File: config.mk
export PLATFORM = sky130hd
export DESIGN_NAME = multicycle_sequencer
export DESIGN_NICKNAME = d
export VERILOG_FILES = /design/src/rtl/cpu_seq_pkg.sv /design/src/rtl/seq_opclass_decode.sv /design/src/rtl/multicycle_sequencer.sv
export SDC_FILE = /design/constraint.sdc
export NUM_CORES = 1
export LEC_CHECK = 0
export CORE_UTILIZATION = 48
export CTS_BUF_LIST = sky130_fd_sc_hd__clkbuf_4 sky130_fd_sc_hd__clkbuf_8 sky130_fd_sc_hd__clkbuf_16
export DETAILED_ROUTE_END_ITERATION = 7
export GPL_ROUTABILITY_DRIVEN = 0
export PLACE_DENSITY = 0.8
export SYNTH_ARGS = -nofsm -noshare
export SYNTH_HDL_FRONTEND = slang
export SYNTH_SLANG_ARGS = --single-unit
File: constraint.sdc
create_clock -name clk -period 2.2 [get_ports clk]
set_input_delay 0.33 -clock clk [delete_from_list [all_inputs] [get_ports clk]]
set_output_delay 0.33 -clock clk [all_outputs]
set_load 0.03 [all_outputs]
File: src/rtl/cpu_seq_pkg.sv
// Shared definitions for the multicycle control sequencer: state encoding,
// opcode constants, datapath select encodings and the opcode-class enum.
package cpu_seq_pkg;

    typedef enum logic [2:0] {
        ST_FETCH     = 3'd0,
        ST_DECODE    = 3'd1,
        ST_EXECUTE   = 3'd2,
        ST_MEM       = 3'd3,
        ST_WRITEBACK = 3'd4,
        ST_TRAP      = 3'd5
    } seqState_t;

    typedef enum logic [2:0] {
        CLS_R       = 3'd0,
        CLS_I       = 3'd1,
        CLS_LOAD    = 3'd2,
        CLS_STORE   = 3'd3,
        CLS_BRANCH  = 3'd4,
        CLS_JAL     = 3'd5,
        CLS_LUI     = 3'd6,
        CLS_ILLEGAL = 3'd7
    } opClass_t;

    localparam logic [6:0] OP_R      = 7'b0110011;
    localparam logic [6:0] OP_I      = 7'b0010011;
    localparam logic [6:0] OP_LOAD   = 7'b0000011;
    localparam logic [6:0] OP_STORE  = 7'b0100011;
    localparam logic [6:0] OP_BRANCH = 7'b1100011;
    localparam logic [6:0] OP_JAL    = 7'b1101111;
    localparam logic [6:0] OP_LUI    = 7'b0110111;

    localparam logic [1:0] ALU_ADD   = 2'b00;
    localparam logic [1:0] ALU_SUB   = 2'b01;
    localparam logic [1:0] ALU_FUNCT = 2'b10;
    localparam logic [1:0] ALU_PASSB = 2'b11;

    localparam logic [1:0] PC_PLUS4  = 2'd0;
    localparam logic [1:0] PC_BRANCH = 2'd1;
    localparam logic [1:0] PC_JAL    = 2'd2;

    localparam logic [1:0] WB_ALU    = 2'd0;
    localparam logic [1:0] WB_MEM    = 2'd1;
    localparam logic [1:0] WB_PC4    = 2'd2;

endpackage

File: src/rtl/seq_opclass_decode.sv
// Combinational opcode-to-class decoder; anything unrecognised is CLS_ILLEGAL.
module seq_opclass_decode
    import cpu_seq_pkg::*;
(
    input  logic [6:0] opcode,
    output logic [2:0] opClass
);

    // Pure lookup of the 7-bit major opcode.
    always_comb begin
        opClass = CLS_ILLEGAL;
        case (opcode)
            OP_R:      opClass = CLS_R;
            OP_I:      opClass = CLS_I;
            OP_LOAD:   opClass = CLS_LOAD;
            OP_STORE:  opClass = CLS_STORE;
            OP_BRANCH: opClass = CLS_BRANCH;
            OP_JAL:    opClass = CLS_JAL;
            OP_LUI:    opClass = CLS_LUI;
            default:   opClass = CLS_ILLEGAL;
        endcase
    end

endmodule

File: src/rtl/multicycle_sequencer.sv
// Multicycle CPU control sequencer: FETCH/DECODE/EXECUTE/MEM/WRITEBACK with a
// bounded data-memory wait and a retired-instruction counter.
// Build option: ILLEGAL_TRAP_EN -- illegal opcodes halt in TRAP instead of
// being retired as NOPs.
module multicycle_sequencer
    import cpu_seq_pkg::*;
#(
    parameter int DMEM_TIMEOUT = 16
)
(
    input  logic        clk,
    input  logic        reset,
    input  logic        run,
    input  logic        imem_valid,
    input  logic [6:0]  opcode,
    input  logic        branch_taken,
    input  logic        dmem_ready,
    output logic        ir_write,
    output logic        pc_write,
    output logic [1:0]  pc_src,
    output logic        reg_write,
    output logic [1:0]  wb_sel,
    output logic        alu_src_b,
    output logic [1:0]  alu_op,
    output logic        mem_read,
    output logic        mem_write,
    output logic        bus_err,
    output logic        trap,
    output logic [2:0]  state,
    output logic [31:0] instret
);

    localparam int CW = $clog2(DMEM_TIMEOUT + 1);

    seqState_t   stateReg;
    seqState_t   stateNext;
    logic [CW-1:0] memCount;
    logic [2:0]  opClassRaw;
    opClass_t    opClass;
    logic        memTimeout;
    logic        retire;

    seq_opclass_decode u_decode (
        .opcode  (opcode),
        .opClass (opClassRaw)
    );

    assign opClass    = opClass_t'(opClassRaw);
    assign state      = stateReg;
    // The timeout cycle is the one whose count equals DMEM_TIMEOUT; the
    // strobe is already dropped there, even if dmem_ready rescues it.
    assign memTimeout = (stateReg == ST_MEM) && (memCount == CW'(DMEM_TIMEOUT));

`ifdef ILLEGAL_TRAP_EN
    assign trap = (stateReg == ST_TRAP);
`else
    assign trap = 1'b0;
`endif

    // State register.
    always_ff @(posedge clk or posedge reset) begin
        if (reset) begin
            stateReg <= ST_FETCH;
        end else begin
            stateReg <= stateNext;
        end
    end

    // MEM wait counter: 1 on the first MEM cycle, cleared outside MEM.
    always_ff @(posedge clk or posedge reset) begin
        if (reset) begin
            memCount <= '0;
        end else if (stateReg == ST_EXECUTE && stateNext == ST_MEM) begin
            memCount <= CW'(1);
        end else if (stateReg == ST_MEM && stateNext == ST_MEM) begin
            memCount <= memCount + CW'(1);
        end else begin
            memCount <= '0;
        end
    end

    // Retired-instruction counter, wraps naturally at 2^32.
    always_ff @(posedge clk or posedge reset) begin
        if (reset) begin
            instret <= '0;
        end else if (retire) begin
            instret <= instret + 32'd1;
        end
    end

    // Next-state logic.
    always_comb begin
        stateNext = stateReg;
        case (stateReg)
            ST_FETCH: begin
                if (run && imem_valid) stateNext = ST_DECODE;
            end
            ST_DECODE: stateNext = ST_EXECUTE;
            ST_EXECUTE: begin
                case (opClass)
                    CLS_R, CLS_I, CLS_LUI, CLS_JAL: stateNext = ST_WRITEBACK;
                    CLS_LOAD, CLS_STORE:            stateNext = ST_MEM;
                    CLS_BRANCH:                     stateNext = ST_FETCH;
`ifdef ILLEGAL_TRAP_EN
                    default:                        stateNext = ST_TRAP;
`else
                    default:                        stateNext = ST_FETCH;
`endif
                endcase
            end
            ST_MEM: begin
                if (dmem_ready) begin
                    stateNext = (opClass == CLS_LOAD) ? ST_WRITEBACK : ST_FETCH;
                end else if (memTimeout) begin
                    stateNext = ST_FETCH;
                end
            end
            ST_WRITEBACK: stateNext = ST_FETCH;
            ST_TRAP:      stateNext = ST_TRAP;
            default:      stateNext = ST_FETCH;
        endcase
    end

    // Output decode from the registered state and the (stable) IR opcode.
    always_comb begin
        ir_write  = 1'b0;
        pc_write  = 1'b0;
        pc_src    = PC_PLUS4;
        reg_write = 1'b0;
        wb_sel    = WB_ALU;
        alu_src_b = 1'b0;
        alu_op    = ALU_ADD;
        mem_read  = 1'b0;
        mem_write = 1'b0;
        bus_err   = 1'b0;
        retire    = 1'b0;
        case (stateReg)
            ST_FETCH: ir_write = run && imem_valid;
            ST_EXECUTE: begin
                case (opClass)
                    CLS_R: alu_op = ALU_FUNCT;
                    CLS_I: begin
                        alu_op    = ALU_FUNCT;
                        alu_src_b = 1'b1;
                    end
                    CLS_LOAD, CLS_STORE: begin
                        alu_op    = ALU_ADD;
                        alu_src_b = 1'b1;
                    end
                    CLS_LUI: begin
                        alu_op    = ALU_PASSB;
                        alu_src_b = 1'b1;
                    end
                    CLS_JAL: alu_op = ALU_ADD;
                    CLS_BRANCH: begin
                        alu_op   = ALU_SUB;
                        pc_write = 1'b1;
                        pc_src   = branch_taken ? PC_BRANCH : PC_PLUS4;
                        retire   = 1'b1;
                    end
                    default: begin
`ifndef ILLEGAL_TRAP_EN
                        pc_write = 1'b1;
                        retire   = 1'b1;
`endif
                    end
                endcase
            end
            ST_MEM: begin
                mem_read  = (opClass == CLS_LOAD)  && !memTimeout;
                mem_write = (opClass == CLS_STORE) && !memTimeout;
                if (dmem_ready) begin
                    if (opClass == CLS_STORE) begin
                        pc_write = 1'b1;
                        retire   = 1'b1;
                    end
                end else if (memTimeout) begin
                    bus_err  = 1'b1;
                    pc_write = 1'b1;
                end
            end
            ST_WRITEBACK: begin
                reg_write = 1'b1;
                pc_write  = 1'b1;
                retire    = 1'b1;
                wb_sel    = (opClass == CLS_JAL)  ? WB_PC4 :
                            (opClass == CLS_LOAD) ? WB_MEM : WB_ALU;
                pc_src    = (opClass == CLS_JAL)  ? PC_JAL : PC_PLUS4;
            end
            default: ;
        endcase
    end

endmodule
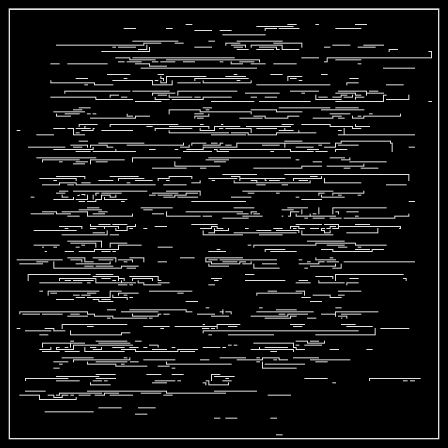
(M1 wires)
The layer holds 43% of the routed length. The wires run mostly horizontal. The layer carries 2440 um of wire. 278 nets have wire on it. The longest straight run is 25.3 um.
total routed wirelength: 5.71 mm
met1 usage in global routing: 0.311
Vias: 2035

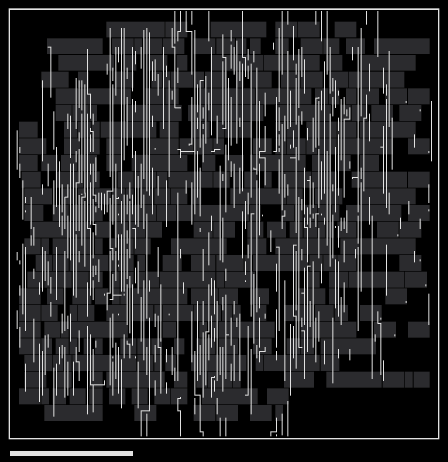
(signal wires on met2)
Scale bar: 20 um. Cells faint in the background.
283 nets have wire on it. The longest straight run is 30.6 um.
grt met2 use: 0.427

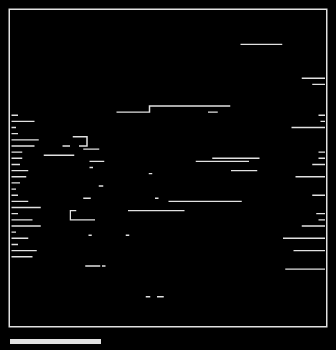
(met3 routing)
Scale bar: 20 um.
The layer carries 262 um of wire. The layer holds 4.6% of the routed length. The longest straight run is 17.7 um.
met3 capacity usage during global routing: 0.0552

==> Flow_metrics.wiki <==
== Metrics ==
{| class="wikitable"
! Metric !! Value
|-
| Number of flip-flops and latches in the synthesized netlist || 40
|-
| Yosys xor share || 0.135
|-
| Launch point of the critical path || opcode[4]
|-
| Post-Syn Area per Cell || 9.99 um^2
|-
| AO/OA Area Share || 0.0572
|-
| Peak VDD IR || 0.383 mV
|-
| Multiplexer share of the synthesized area || 0.00510
|-
| Most used DFF post-synth || dfrtp_1
|-
| Antenna violations before repair || 0
|-
| Count of final setup violators || 0
|-
| Part of the Yosys area used for sequential elements || 0.453
|-
| Final clock period utilization by the worst path || 0.975
|-
| Cell leakage power || 1.40 nW
|-
| Fp util || 0.504
|-
| Largest cells by area || dfrtp_1, xnor2_1, nand4_1, nand3_1, nor2_1
|-
| Clock slew at reported path FFs || 0.08 ns
|-
| Actual slew at the worst max-slew pin || 0.558 ns
|-
| Number of warning messages in the logs || 28
|-
| Cell count after synthesis || 221
|-
| Worst setup SP type || input pin
|-
| Antenna diodes || 0
|-
| Skew final || 0.00341 ns
|-
| Via count of the first global-routing pass || 2036
|-
| Setup slack, reg-to-reg || 0.14 ns
|-
| Library cell occupying the most area in the post-synthesis netlist || dfrtp_1
|-
| Number of H-tree branching levels || 2
|-
| Vias/cell || 5.56
|-
| Critical path capture point || pc_src[0]
|-
| Worst setup slack before clock tree synthesis || -0.541 ns
|-
| Cell Type Count || 46
|-
| Critical-path maximum fanout || 5
|-
| Row count || 24
|-
| GRT overflow || 0
|-
| DRC marker count from the first detailed-route iteration || 166
|-
| Core Box Area || 0.00438 mm^2
|-
| Max-Cap Viols || 0
|-
| Horizontal die size || 69.8 um
|-
| Syn nets || 237
|-
| Share of async-settable or async-resettable flops after synthesis || 1.00
|-
| Port-buffer cells || 60
|-
| Number of clock buffers inserted by TritonCTS || 5
|-
| Clk latency late pin || 0.29 ns
|-
| Least setup slack across all paths after layout || 0.0539 ns
|-
| Vert. Die Dim || 69.8 um
|-
| Average wire per standard cell || 15.6 um
|-
| Endpoint of the most critical register-to-register path || instret[24]
|-
| Critical path type || in2out
|-
| Non-filler cells, final || 366
|-
| Yosys warning total || 0
|-
| Critical path data required time || 1.87 ns
|-
| Logic family by area || simple AND/OR/NAND/NOR gates
|-
| Most frequent standard cell in the layout excluding fill and tap cells || clkdlybuf4s50_1
|-
| First-pass GRT wire length || 9.60 mm
|-
| DRT Pass-1 Iters || 4
|-
| Number of clock sinks seen by CTS || 40
|-
| Number of nets in the layout || 329
|-
| Endpoint class of the critical path || primary output
|-
| Count of hold-fix buffers inserted at cts || 0
|-
| YS chip area || 0.00221 mm^2
|-
| Overall routing resource usage || 0.254
|-
| Pin count of the biggest net entering global routing || 41
|-
| Peak-usage layer in the global routing report || met2
|-
| Synth cell count leaders || dfrtp_1, xnor2_1, nand3_1, nor2_1, nand4_1
|-
| Final sum of negative setup slack || 0 ns
|-
| Achievable Freq || 0.466 GHz
|-
| Overall chip area || 0.00488 mm^2
|-
| Arr. time, crit path || 1.82 ns
|-
| Number of buffers on the longest clock path || 2
|-
| Most frequently used cell type in the post-synthesis netlist || dfrtp_1
|-
| Minimum clock period || 2.15 ns
|-
| Combinational gate area || 0.00122 mm^2
|-
| CTS tree || built
|-
| Classification of the worst-slack hold path || in2async
|-
| Outcome || finished clean
|-
| Worst-case reg-to-reg path depth || 5
|-
| Cell area after synthesis || 0.00221 mm^2
|-
| Clk Tree Root Cell || clkbuf_8
|-
| Post-DP Area || 0.00304 mm^2
|-
| Sequential Area || 0.00100 mm^2
|-
| Flip-flops with a built-in enable || 0
|-
| Reg2reg start || instret[8]
|-
| Number of pins exceeding their max-slew limit in the final report || 0
|-
| Relative slew slack || 0.628
|-
| Filler cell count in the final layout || 319
|-
| Portion of synthesized cell area occupied by the leading cell type || 0.453
|-
| Cells after DPL || 355
|-
| DRC violation count after routing || 0
|-
| Power density over cell area || 582 mW/mm^2
|-
| Adder Area Share || 0.0170
|-
| Layout cells sized above 1 || 0.229
|-
| Antenna Violating Nets Remaining || 0
|-
| Placed wire-length estimate || 4.15 mm
|-
| I/O pin count || 62
|-
| Most instantiated logic cells after routing || clkdlybuf4s50_1, buf_4, dfrtp_1
|-
| Yosys stat cell total || 221
|-
| Cell area after layout || 0.00321 mm^2
|-
| Area added between synthesis and finish || 45.3%
|-
| Hold violation total from the final report || 0
|-
| Basic Gates by Area || 0.303
|}
[sequential cells by signal, indices dropped and copies added, names as in the netlist]
| register | flops |
|---|---|
| state | 3 |
| memCount | 5 |
| instret | 32 |
[worst max-delay path, stage by stage]
cell,delay [ns]
dlygate4sd2_1,0.29
nand3b_1,0.27
buf_4,0.21
a211oi_1,0.22
o21bai_1,0.15
nor3b_2,0.17
buf_4,0.18
[repair_timing]
action                                  4_1_cts  5_1_grt
pin swaps                                     2        6
endpoints found under the setup margin        3        5
setup buffers                                 1        2
resized                                      12       10
[power breakdown]
| group | switching [mW] | total (mW) | internal [mW] |
|---|---|---|---|
| sequential | 0.0753 | 0.858 | 0.783 |
| combinational | 0.304 | 0.526 | 0.222 |
| clock | 0.262 | 0.483 | 0.221 |
[layout make-up]
| cell class | instances | area share |
|---|---|---|
| clock buffers | 5 | 0.0214 |
| clock inverters | 3 | 0.00585 |
| inverters | 9 | 0.0105 |
| multi-input cells | 167 | 0.379 |
| flip-flops and latches | 40 | 0.313 |
| well taps | 52 | 0.0203 |
| repair buffers | 90 | 0.250 |
[metrics by stage]
step	power, mW	util	hold slack [ns]
global placement	1.36	0.694	0.465
floorplan	1.14	-	0.478
CTS	1.87	0.720	0.462
global route	1.98	0.732	0.492
finish	1.87	0.732	0.455
detailed placement	1.38	0.694	0.482
[layer usage]
layer | share of wire | wire length, um
met1 | 0.43 | 2440
met2 | 0.50 | 2840
met3 | 0.046 | 261
met4 | 0.029 | 166
met5 | 0 | 0
No activity file was given, so power comes from the tool's default toggle rates.
